==> config.mk <==
export PLATFORM = sky130hd
export DESIGN_NAME = axis_1553_bc_scheduler
export DESIGN_NICKNAME = d
export VERILOG_FILES = /design/src/rtl/axis_1553_pkg.sv /design/src/rtl/bc_rr_arbiter.sv /design/src/rtl/axis_1553_bc_scheduler.sv
export SDC_FILE = /design/constraint.sdc
export NUM_CORES = 1
export LEC_CHECK = 0
export CAP_MARGIN = 20
export CORE_MARGIN = 2
export CORE_UTILIZATION = 39
export DETAILED_ROUTE_END_ITERATION = 10
export PLACE_DENSITY = 0.88
export SLEW_MARGIN = 5
export SYNTH_ARGS = -nofsm -noshare
export SYNTH_HDL_FRONTEND = slang
export SYNTH_SLANG_ARGS = --single-unit
==> constraint.sdc <==
create_clock -name aclk -period 2.6 [get_ports aclk]
set_input_delay 0.52 -clock aclk [delete_from_list [all_inputs] [get_ports aclk]]
set_output_delay 0.52 -clock aclk [all_outputs]
set_load 0.02 [all_outputs]
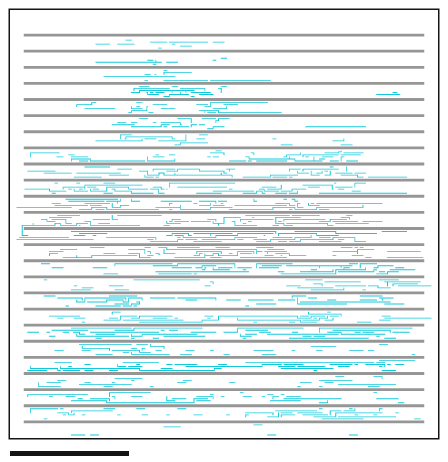
Fig. 1. Met1 routing.
The bar under the picture is 20 um long. Supply wires on this layer in gray.
wire length on this layer	2310 um
nets with wire on the layer	353
main direction	horizontal
longest straight run	34.5 um
share of all routed wire	40%
total wire length: 5.755 mm
vias post-DR: 2017
met1 Use GR: 0.2839

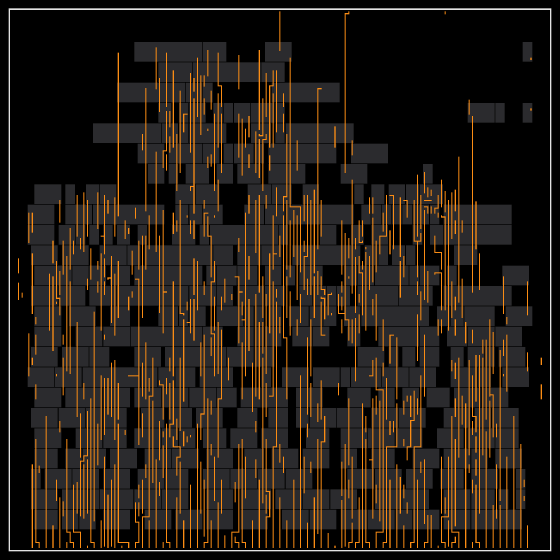
Fig. 2. Met2 routing.
Cells faint in the background.
main direction	vertical
share of all routed wire	52%
wire length on this layer	3010 um
longest straight run	27.9 um
nets with wire on the layer	339
met2 usage: 0.3996

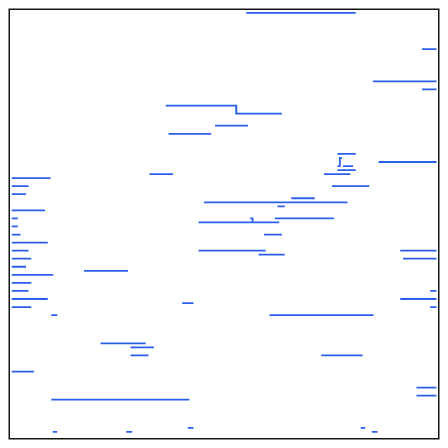
Fig. 3. Metal 3.
main direction	horizontal
longest straight run	23.9 um
met3 Use GR: 0.03889

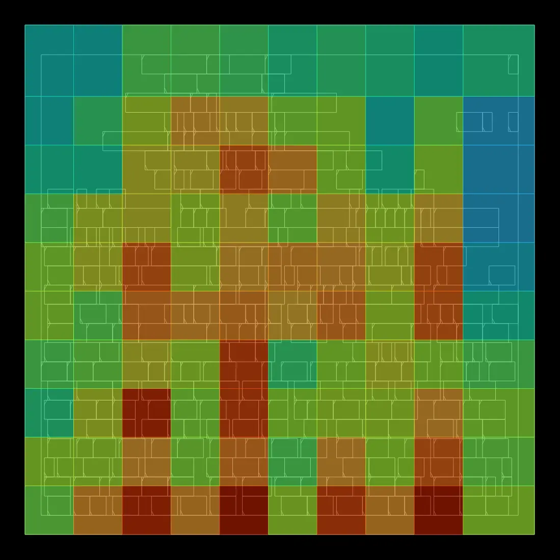
Fig. 4. Track usage over the die.
routed len/inst: 15.39 um
busiest layer in global routing: met2
global-route usage over all layers: 0.2251
fin util: 0.6692

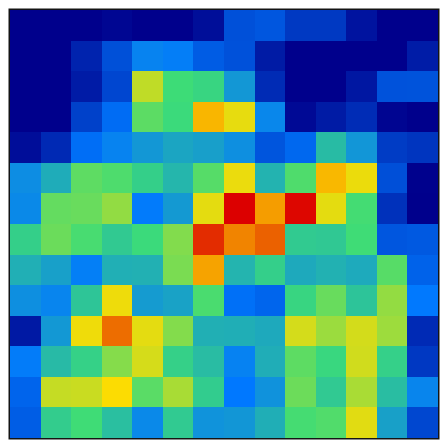
Fig. 5. Routed metal per tile.
The die is cut into 14 by 14 equal tiles; dark blue is low, red is high, scaled to the fullest tile. Values are wire area over tile area, all layers added.
densest ninth of the die	middle
emptiest ninth of the die	top right
tiles over half the peak	30%
mean over tiles	0.18
fullest tile	0.49

==> metrics.yaml <==
h-tree-depth: 1
numCtsBuffers: 3
final-clk-cell-share: 0.01525
place_ws_ns: -0.2078
seq_cell_count: 19
grt.overflow.total: 0
yosysChipArea_sq_mm: 0.001815
p_seq_frac: 0.202
antenna_found_initial: 0
maxCapViolations: 0
worst-path-stages: 3
fp-utilization: 0.4113
ctsResizeCount: 17
p_switching_w: 0.001352
cp.arrival_ns: 1.99
postCtsHoldBufs: 0
r2r_cells: 7
seq_power_w: 0.000575
floorplan.die_area_sq_mm: 0.005217
required_ns: 2.08
p_clk_w: 0.000208
hold_path_depth: 1
ys_top_logic_family: "simple AND/OR/NAND/NOR gates"
p_leak_nw: 1.345
mux_share: 0.2254
worst_path_largest_cell_delay_ns: 0.64
rrSetupSlack_ns: 0.58
p_int_w: 0.001496
crit_type: "input port to output pin"
rsz0062_at_grt: "false"
setup_viol: 0
grt_pass1_wl_mm: 9.349
place_congestion: 0.8925
drive_gt1_frac: 0.1273
syn_inst: 213
synth_top_area_share: 0.2481
via_per_inst: 5.393
buffer_area_frac: 0.3748
power_leader: "combinational logic"
crit_family: "buffers and inverters"
antennaDiodeCount: 0
worst_slack_ns: 0.09043
worstMarginPinSlew_ns: 0.7193
clock.latency.late_pin_ns: 0.26
fillCellCount: 364
swShare: 0.4749
lay_top_count: "clkdlybuf4s50_1"
simple_gate_share: 0.2316
nNetsFinal: 399
yosys_warnings: 0
area_growth_pct: 62.72
inverters: 11
status: "complete, no violations"
hold_path.class: "flop to flop"
comb_area_sq_mm: 0.001216
cts_buffer_depth: 2
cp_num_buf_inv: 2
timing.fmax_ghz: 0.3985
cts.sinks: 19
first_pass_iters: 4
largest_reg_flops: 7
ir_drop_uv: 547.2
ys.flops: 19
top_cells_by_count: "mux2i_1, dfrtp_1, nand2_1, o22ai_1, nor2_1"
ys_sh_xor: 0.02412
powerDensity_mw_per_mm2: 964.0
p_comb_w: 0.00206
pwr-share-comb: 0.725
endpoint_kind: "output pin"
fa_ha_area_frac: 0.02757
ff_type: "dfrtp_1"
==> metrics by stage <==
step                      utilization  setup TNS, ns  total power (W)  hold slack [ns]  area (sq um)
after floorplan                     -              0         0.001885           0.4642          1834
after global placement         0.6613         -1.920         0.002671           0.4813          2919
after detailed placement       0.6613         -2.370         0.002728           0.4895          2919
after CTS                      0.6667              0         0.002835           0.4992          2943
after global routing           0.6692              0         0.003048           0.5316          2954
final                          0.6692              0         0.002848           0.4973          2954
==> per-layer routing <==
layer,global-route usage,wire (um),vias to the layer above,part of all wire
li1,-,-,983,-
met5,0,0,-,0
met1,0.2839,2307,936,0.40
met4,0.05241,119,0,0.021
met2,0.3996,3007,86,0.52
met3,0.03889,321,12,0.056
Power is estimated from default activity; no workload was simulated.
